<file path="config.mk">
export PLATFORM = sky130hd
export DESIGN_NAME = alu_operand_queue
export DESIGN_NICKNAME = d
export VERILOG_FILES = /design/src/rtl/alu_operand_queue.sv
export SDC_FILE = /design/constraint.sdc
export NUM_CORES = 1
export LEC_CHECK = 0
export ABC_CLOCK_PERIOD_IN_PS = 6300
export CAP_MARGIN = 20
export CORE_ASPECT_RATIO = 1.5
export CORE_MARGIN = 2
export CORE_UTILIZATION = 45
export DETAILED_ROUTE_END_ITERATION = 8
export PLACE_DENSITY = 0.74
export SYNTH_ARGS = -nofsm -noshare
export SYNTH_HDL_FRONTEND = slang
export SYNTH_SLANG_ARGS = --single-unit
</file>
<file path="constraint.sdc">
create_clock -name clk -period 6.3 [get_ports clk]
set_input_delay 1.89 -clock clk [delete_from_list [all_inputs] [get_ports clk]]
set_output_delay 1.89 -clock clk [all_outputs]
set_load 0.01 [all_outputs]
</file>
<file path="src/rtl/alu_operand_queue.sv">
// Two-entry operand staging queue between decode and the execute-stage ALUs.
// Buffered operands snoop the result-forwarding bus; the head carries a precomputed SHFL shift amount.
module alu_operand_queue #(
    parameter int DATA_W  = 32,
    parameter int REG_W   = 4,
    parameter int OP_W    = 4,
    parameter int SHAMT_W = $clog2(DATA_W) + 1
) (
    input  logic               clk,
    input  logic               rst,
    input  logic               flush,
    input  logic               in_valid,
    output logic               in_ready,
    input  logic [OP_W-1:0]    in_op,
    input  logic [REG_W-1:0]   in_rd,
    input  logic [REG_W-1:0]   in_src_a,
    input  logic [REG_W-1:0]   in_src_b,
    input  logic               in_use_a,
    input  logic               in_use_b,
    input  logic [DATA_W-1:0]  in_a,
    input  logic [DATA_W-1:0]  in_b,
    input  logic               fwd_valid,
    input  logic [REG_W-1:0]   fwd_rd,
    input  logic [DATA_W-1:0]  fwd_data,
    output logic               out_valid,
    input  logic               out_ready,
    output logic [OP_W-1:0]    out_op,
    output logic [REG_W-1:0]   out_rd,
    output logic [DATA_W-1:0]  out_a,
    output logic [DATA_W-1:0]  out_b,
    output logic [SHAMT_W-1:0] out_shamt,
    output logic               out_b_zero
);

    logic [OP_W-1:0]   e_op    [2];
    logic [REG_W-1:0]  e_rd    [2];
    logic [REG_W-1:0]  e_src_a [2];
    logic [REG_W-1:0]  e_src_b [2];
    logic              e_use_a [2];
    logic              e_use_b [2];
    logic [DATA_W-1:0] e_a     [2];
    logic [DATA_W-1:0] e_b     [2];

    logic       wr_ptr;
    logic       rd_ptr;
    logic [1:0] count;
    logic [1:0] slot_valid;
    logic       enq;
    logic       deq;
    logic       fwd_en;

    function automatic logic [DATA_W-1:0] snoop(
        input logic              en,
        input logic [REG_W-1:0]  fwd_reg,
        input logic [DATA_W-1:0] fwd_val,
        input logic              use_reg,
        input logic [REG_W-1:0]  src,
        input logic [DATA_W-1:0] cur
    );
        return (en && use_reg && (src == fwd_reg)) ? fwd_val : cur;
    endfunction

    assign in_ready  = (count != 2'd2);
    assign out_valid = (count != 2'd0);
    assign fwd_en    = fwd_valid && (fwd_rd != '0);
    assign enq       = in_valid && in_ready && !flush;
    assign deq       = out_valid && out_ready;

    always_comb begin
        // NOTE: default first so every path assigns slot_valid and no latch is inferred.
        slot_valid = 2'b00;
        if (count == 2'd2)
            slot_valid = 2'b11;
        else if (count == 2'd1)
            slot_valid[rd_ptr] = 1'b1;
    end

    // Data outputs are forced to zero while the queue is empty.
    assign out_op     = out_valid ? e_op[rd_ptr] : '0;
    assign out_rd     = out_valid ? e_rd[rd_ptr] : '0;
    assign out_a      = out_valid ? e_a[rd_ptr]  : '0;
    assign out_b      = out_valid ? e_b[rd_ptr]  : '0;
    assign out_b_zero = (out_b == '0);

    always_comb begin
        out_shamt = '0;
        // Scanning downward lets the lowest set bit win.
        for (int i = DATA_W - 1; i >= 0; i--) begin
            if (out_b[i])
                out_shamt = SHAMT_W'(i + 1);
        end
    end

    // NOTE: sequential state uses non-blocking assignments only, so every entry sees pre-edge values.
    always_ff @(posedge clk or posedge rst) begin
        if (rst) begin
            count  <= 2'd0;
            wr_ptr <= 1'b0;
            rd_ptr <= 1'b0;
            // NOTE: entry storage is reset as well because reset must zero every field, not just the pointers.
            for (int i = 0; i < 2; i++) begin
                e_op[i]    <= '0;
                e_rd[i]    <= '0;
                e_src_a[i] <= '0;
                e_src_b[i] <= '0;
                e_use_a[i] <= 1'b0;
                e_use_b[i] <= 1'b0;
                e_a[i]     <= '0;
                e_b[i]     <= '0;
            end
        end else if (flush) begin
            count  <= 2'd0;
            wr_ptr <= 1'b0;
            rd_ptr <= 1'b0;
        end else begin
            for (int i = 0; i < 2; i++) begin
                if (slot_valid[i]) begin
                    e_a[i] <= snoop(fwd_en, fwd_rd, fwd_data, e_use_a[i], e_src_a[i], e_a[i]);
                    e_b[i] <= snoop(fwd_en, fwd_rd, fwd_data, e_use_b[i], e_src_b[i], e_b[i]);
                end
            end
            // The write slot is never a valid slot, so it cannot collide with the snoop above.
            if (enq) begin
                e_op[wr_ptr]    <= in_op;
                e_rd[wr_ptr]    <= in_rd;
                e_src_a[wr_ptr] <= in_src_a;
                e_src_b[wr_ptr] <= in_src_b;
                e_use_a[wr_ptr] <= in_use_a;
                e_use_b[wr_ptr] <= in_use_b;
                e_a[wr_ptr]     <= snoop(fwd_en, fwd_rd, fwd_data, in_use_a, in_src_a, in_a);
                e_b[wr_ptr]     <= snoop(fwd_en, fwd_rd, fwd_data, in_use_b, in_src_b, in_b);
                wr_ptr          <= ~wr_ptr;
            end
            if (deq)
                rd_ptr <= ~rd_ptr;
            case ({enq, deq})
                2'b10:   count <= count + 2'd1;
                2'b01:   count <= count - 2'd1;
                default: count <= count;
            endcase
        end
    end

endmodule

</file>
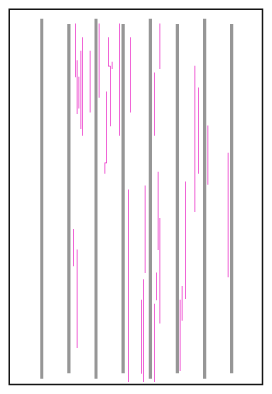
**Above:** run 1 (signal wires on met4).
(2 px per µm) Supply wires on this layer in grey.
share of all routed wire: 3.9%
longest straight run: 95.9 µm

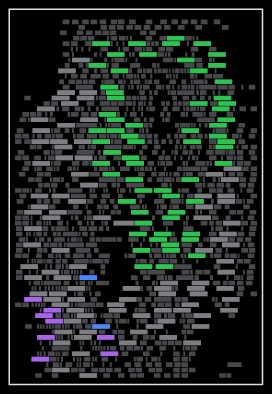
**Above:** run 1 (register map, names as in the netlist).
(2 px per µm) Other sequential cells in the stronger grey, the rest of the logic in the fainter grey.
[`e_rd`] purple | placed flops: 8 | where: bottom left
[`e_use_b`] blue | placed flops: 2
[`e_b`] green | placed flops: 64
not coloured: 94

==> Changelog: implementation, run 1 <==
### Physical design

* Chip Height at 187 µm
* Cell-internal power at 3.85 mW
* Fraction of the cycle the final worst path needs at 85.4%
* Status: finished clean
* Antenna violations before repair at 2
* Worst Hold End: e_rd[5]
* All-layer global routing usage at 26.5%
* Signal buffers at 223
* Synth Instances at 1039
* Flops after synth at 168
* Area of the multi-input gates at 5140 µm²
* Tally of clock buffers in the finished layout at 18
* Number of non-clock inverters at 73
* First-pass iteration count of the detailed router at 5
* Top cells by instance count after synthesis: sky130_fd_sc_hd__dfrtp_1, sky130_fd_sc_hd__nor2_1, sky130_fd_sc_hd__nand2_1
* Die span in x at 126 µm
* Sequential cell count at 168
* Most common cell in the netlist: sky130_fd_sc_hd__dfrtp_1
* RR Startpoint: rd_ptr
* Routed wirelength normalized by instance count at 21.0 µm
* Terminus of the critical flop-to-flop path: e_a[12]
* Top logic cell by instance count in the layout: sky130_fd_sc_hd__clkdlybuf4s50_1
* GR Overflow Total at 0
* Leakage power figure at 5.09 nW
* Flip-flop and latch area at 4210 µm²
* Max FO, Critical Path at 67
* Portion of total power attributed to the clock network at 16.4%
* Skew-Pair Late Insertion Delay at 0.44 ns
* Cell kind with the greatest summed area: logic gates
* Combinational Power at 3.16 mW
* Crit path required time at 4.41 ns
* Share of synthesized cell area in and, or, nand and nor gates at 14.4%
* Hold Buf Count CTS at 0
* Final antenna-violating net count at 0
* Worst-case reg-to-reg path depth at 7
* Number of flops mapped to enable cells by yosys at 0
* Actual slew at the worst max-slew pin at 1.09 ns
* Switch Pwr at 2.48 mW
* Share of cells above drive strength 1 at 12.3%
* Register share after synthesis at 41.9%
* Flop+latch power at 2.14 mW
* Mean Syn Cell Area at 9.65 µm²
* Hold Path Cell Cnt at 2
* Register-to-register setup slack at 2.90 ns
* Flip-flop cell with the highest count after synthesis: sky130_fd_sc_hd__dfrtp_1
* Share of Yosys cell area claimed by the top area cell type at 41.9%
* Peak clock frequency supported by timing at 186 MHz
* Post-layout min period at 5.38 ns
* XOR/XNOR share of the synthesized area at 2.18%
* Compound Share, Synth at 26.0%
* Power Density at 497 nW/µm²
* Total via count after detailed routing at 8847
* Total standard cell area after synthesis at 10000 µm²
* Number of global-route vias before repair at 8900
* Setup repair after global routing missed its margin: no
* Area of the core at 21800 µm²
* Worst slew margin relative to its limit at 27.6%
* Start point of the critical path: rd_ptr
* Flop share of the area at 33.0%
* WP data arrival at 3.49 ns
* Clk. pwr at 1.04 mW
* Tool warning count at 30
* Net switching share of the total power at 39.1%
* Number of well taps at 272
* Clock tree buffer depth at 2
* YS chip area at 10000 µm²
* Overall power at 6.33 mW
* Wire length of the first global-routing pass at 49.2 mm
* TritonCTS clock tree: built
* Initial Utilization at 46.0%
* Final GP Congestion at 0.926
* Number of setup violations in the final report at 0
* Post-Route Skew at 0.00818 ns
* I/O Buffers at 204
* Critical path class: reg -> out
* Max VDD drop at 0.235 mV
* Top Consumer: combinational logic
* Detailed Place HPWL at 21.6 mm
* Post-cts repair resize count at 0
* Top post-synthesis cells by area: sky130_fd_sc_hd__dfrtp_1, sky130_fd_sc_hd__mux2i_1, sky130_fd_sc_hd__nor2_1, sky130_fd_sc_hd__a221oi_2, sky130_fd_sc_hd__nand2_1
* H-tree levels at 4
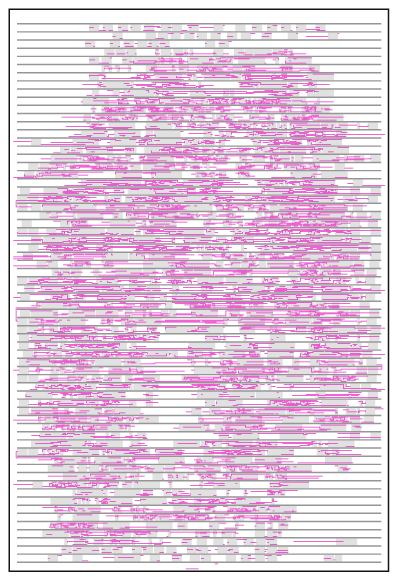
**Above:** run 1 (metal 1).
(3 px per µm) Supply wires on this layer in grey. Cells faint in the background.
main direction: horizontal
nets with wire on the layer: 1155
share of all routed wire: 39%
longest straight run: 32.2 µm

-- run 1: critical path, cell delays in order, from the launching register on --
cell	delay (ns)
sky130_fd_sc_hd__dfrtp_4	1.00
sky130_fd_sc_hd__or2_1	0.34
sky130_fd_sc_hd__o22ai_1	0.20
sky130_fd_sc_hd__nor4_1	0.45
sky130_fd_sc_hd__nand3_1	0.19
sky130_fd_sc_hd__nor4_1	0.25
sky130_fd_sc_hd__clkdlybuf4s50_1	0.59
-- run 1: layer usage --
metal | vias up | GRT usage [%] | share of wire, %
li1 | 4062 | - | -
met1 | 4366 | 32.2 | 39
met2 | 350 | 46.0 | 51
met3 | 69 | 4.06 | 5.8
met4 | 0 | 12.1 | 3.9
met5 | - | 0 | 0
-- run 1: per-stage QoR --
step	util [%]	setup WS, ns	cell area (µm²)	instances	hold slack (ns)
global route	58.5	0.617	12700	1483	0.505
finish	58.5	0.922	12700	1483	0.475
CTS	58.5	0.875	12700	1482	0.478
global placement	55.8	1.41	12200	1450	0.456
detailed placement	55.8	1.36	12200	1450	0.461
floorplan	-	2.27	10000	1039	0.445
-- run 1: flip-flops by register name, indices dropped and copies added, names as in the netlist --
| register | flops |
|---|---|
| e_src_b | 8 |
| e_rd | 8 |
| e_use_a | 2 |
| wr_ptr | 1 |
| e_op | 8 |
| e_a | 64 |
| e_b | 64 |
| e_use_b | 2 |
| e_src_a | 8 |
| rd_ptr | 1 |
| count | 2 |
-- run 1: worst max-delay path by stage --
stage	end	slack, ns	cells after the start
after floorplan	count[0]	2.27	1
after global routing	out_shamt[5]	0.62	8
after CTS	out_shamt[5]	0.87	6
after global placement	out_shamt[5]	1.41	6
after detailed placement	out_shamt[5]	1.36	6
final	out_shamt[5]	0.92	6
**Run 1: signal wires by layer**

(2 px per µm) Only two layers are drawn.
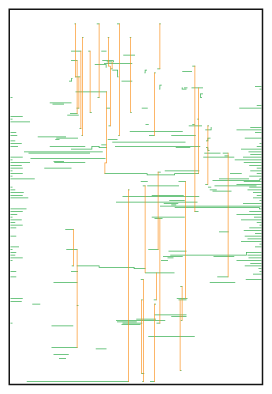

==> run 1 -> run 2 <==
--- a/config.mk
+++ b/config.mk
@@ -11,7 +11,8 @@
 export CORE_MARGIN = 2
 export CORE_UTILIZATION = 45
 export DETAILED_ROUTE_END_ITERATION = 8
-export PLACE_DENSITY = 0.74
+export DONT_BUFFER_PORTS = 1
+export SETUP_SLACK_MARGIN = 0.05
 export SYNTH_ARGS = -nofsm -noshare
 export SYNTH_HDL_FRONTEND = slang
 export SYNTH_SLANG_ARGS = --single-unit
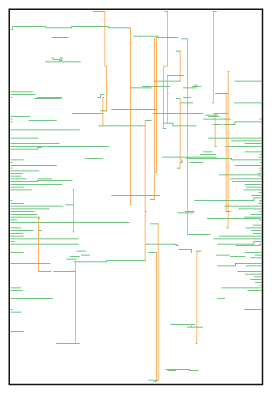
**Above:** run 2 (signal wires by layer).
(2 px per µm) Only two layers are drawn.
[metal 3] green | wire length: 1920 µm
[metal 4] orange | wire length: 1080 µm

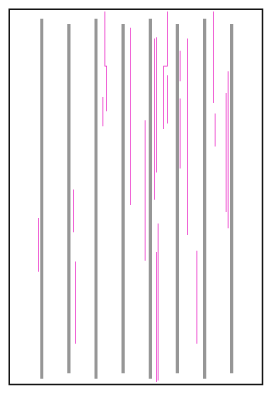
**Above:** run 2 (signal wires on met4).
(2 px per µm) Supply wires on this layer in grey.
nets with wire on the layer: 18
wire length on this layer: 1080 µm
share of all routed wire: 3.4%
longest straight run: 97.9 µm
main direction: vertical

==> run 2 against run 1 <==
Effect of this change:
- wire length grew 2.1%
- final cell count shrank 14%
- core utilization shrank 9.0 points
- cell area shrank 15%
- clock-buffer cell count shrank 1
- sequential power is essentially flat
- first-iteration DRC count shrank 3.7%
- die area is the same
- total power shrank 8.3%
- register-to-register slack is essentially flat
- sequential share of layout area grew 6.0 points
- largest cell class unchanged
==> Changelog: implementation, run 2 <==
### Physical design

* Share of Yosys cell area claimed by the top area cell type at 41.9%
* Post-Place Setup Slack at 1.74 ns
* Max VDD drop at 0.332 mV
* Final GP Congestion at 0.845
* Tool warning count at 30
* Top cells by instance count after synthesis: sky130_fd_sc_hd__dfrtp_1, sky130_fd_sc_hd__nor2_1, sky130_fd_sc_hd__nand2_1
* Post-cts repair resize count at 0
* Top logic cell by instance count in the layout: sky130_fd_sc_hd__dfrtp_1
* Fraction of the cycle the final worst path needs at 79.9%
* Compound Share, Synth at 26.0%
* First-pass iteration count of the detailed router at 5
* Setup repair after global routing missed its margin: no
* XOR/XNOR share of the synthesized area at 2.18%
* Final WS setup at 1.26 ns
* Peak clock frequency supported by timing at 199 MHz
* Number of global-route vias before repair at 8289
* Core occupancy in the finished layout at 49.5%
* Portion of total power attributed to the clock network at 20.7%
* WP data arrival at 3.15 ns
* Max FO, Critical Path at 60
* Share of cells above drive strength 1 at 15.0%
* Leakage power figure at 4.36 nW
* Total via count after detailed routing at 8060
* Wire length on met3 at 1.92 mm
* Synth Instances at 1039
* Top post-synthesis cells by area: sky130_fd_sc_hd__dfrtp_1, sky130_fd_sc_hd__mux2i_1, sky130_fd_sc_hd__nor2_1, sky130_fd_sc_hd__a221oi_2, sky130_fd_sc_hd__nand2_1
* Critical path class: reg -> out
* Cell-internal power at 3.43 mW
* Wire length of the first global-routing pass at 49.6 mm
* H-tree levels at 4
* Area of the core at 21800 µm²
* Biggest registers after layout: e_a: 64 flops, e_b: 64 flops
* Die span in x at 126 µm
* Worst slew margin relative to its limit at 24.8%
* Post-layout min period at 5.04 ns
* Register share after synthesis at 41.9%
* Number of flops mapped to enable cells by yosys at 0
* Final antenna-violating net count at 0
* Routed length on met1 at 12.6 mm
* Most common cell in the netlist: sky130_fd_sc_hd__dfrtp_1
* YS chip area at 10000 µm²
* Tally of non-filler cells in the final layout at 1280
* Switch Pwr at 2.38 mW
* Net switching share of the total power at 40.9%
* Power Density at 538 nW/µm²
* TritonCTS clock tree: built
* Total standard cell area after synthesis at 10000 µm²
* Placed Area at 10100 µm²
* Overall power at 5.81 mW
* GR Overflow Total at 0
* Status: finished clean
* CP max-delay cell: sky130_fd_sc_hd__dfrtp_4
* Actual slew at the worst max-slew pin at 1.13 ns
* Wire length on met2 at 16.2 mm
* Antenna violations before repair at 0
* Slowest stage delay, CP at 0.96 ns
* Layout Cell Area excl Fill at 10800 µm²
* Cell family with the largest share of critical-path delay: simple AND/OR/NAND/NOR gates
* Share of synthesized cell area in and, or, nand and nor gates at 14.4%
## run 2: cell count changes in the layout (fill, tap and decap cells not counted)
cell,delta
sky130_fd_sc_hd__o21ai_2,+2
sky130_fd_sc_hd__o21ai_4,-2
sky130_fd_sc_hd__inv_8,+2
sky130_fd_sc_hd__clkdlybuf4s50_1,-204
sky130_fd_sc_hd__bufinv_16,+4
sky130_fd_sc_hd__clkbuf_8,-1
sky130_fd_sc_hd__diode_2,-1
sky130_fd_sc_hd__clkinvlp_4,-1
sky130_fd_sc_hd__inv_6,-3
sky130_fd_sc_hd__buf_4,+2
sky130_fd_sc_hd__clkinv_4,-1
## run 2: layout make-up
cell class	count	area, µm²
sequential	168	4210
clock inverter	15	239
fill	2059	11000
clock buffer	17	425
inverter	73	278
timing repair buffer	21	170
tap	272	340
multi-input combinational	714	5130
## run 2: final timing paths
path | end | from | cells after the start | slack, ns
min in group asynchronous | e_a[42] | rst | 2 | 1.51
max | out_shamt[5] | rd_ptr | 6 | 1.26
min reg2reg | e_use_a[1] | e_use_a[1] | 2 | 0.47
max reg2reg | e_b[6] | rd_ptr | 7 | 2.90
max in group asynchronous | rd_ptr | rst | 2 | 3.85
min | e_use_a[1] | e_use_a[1] | 2 | 0.47
## run 2: power by group through the flow
stage	sequential, mW	combinational [mW]	clock (mW)
after detailed placement	2.13	2.49	0
after global routing	2.20	2.74	1.26
final	2.12	2.48	1.20
after CTS	2.12	2.50	1.22
after global placement	2.13	2.46	0
after floorplan	1.92	2.10	0
## run 2: per-layer routing
| metal | up-vias | GRT usage [%] |
|---|---|---|
| met5 | - | 0 |
| met4 | 0 | 10.3 |
| met3 | 50 | 6.09 |
| met2 | 257 | 46.8 |
| met1 | 4084 | 33.1 |
| li1 | 3669 | - |
No activity file was given, so power comes from the tool's default toggle rates.
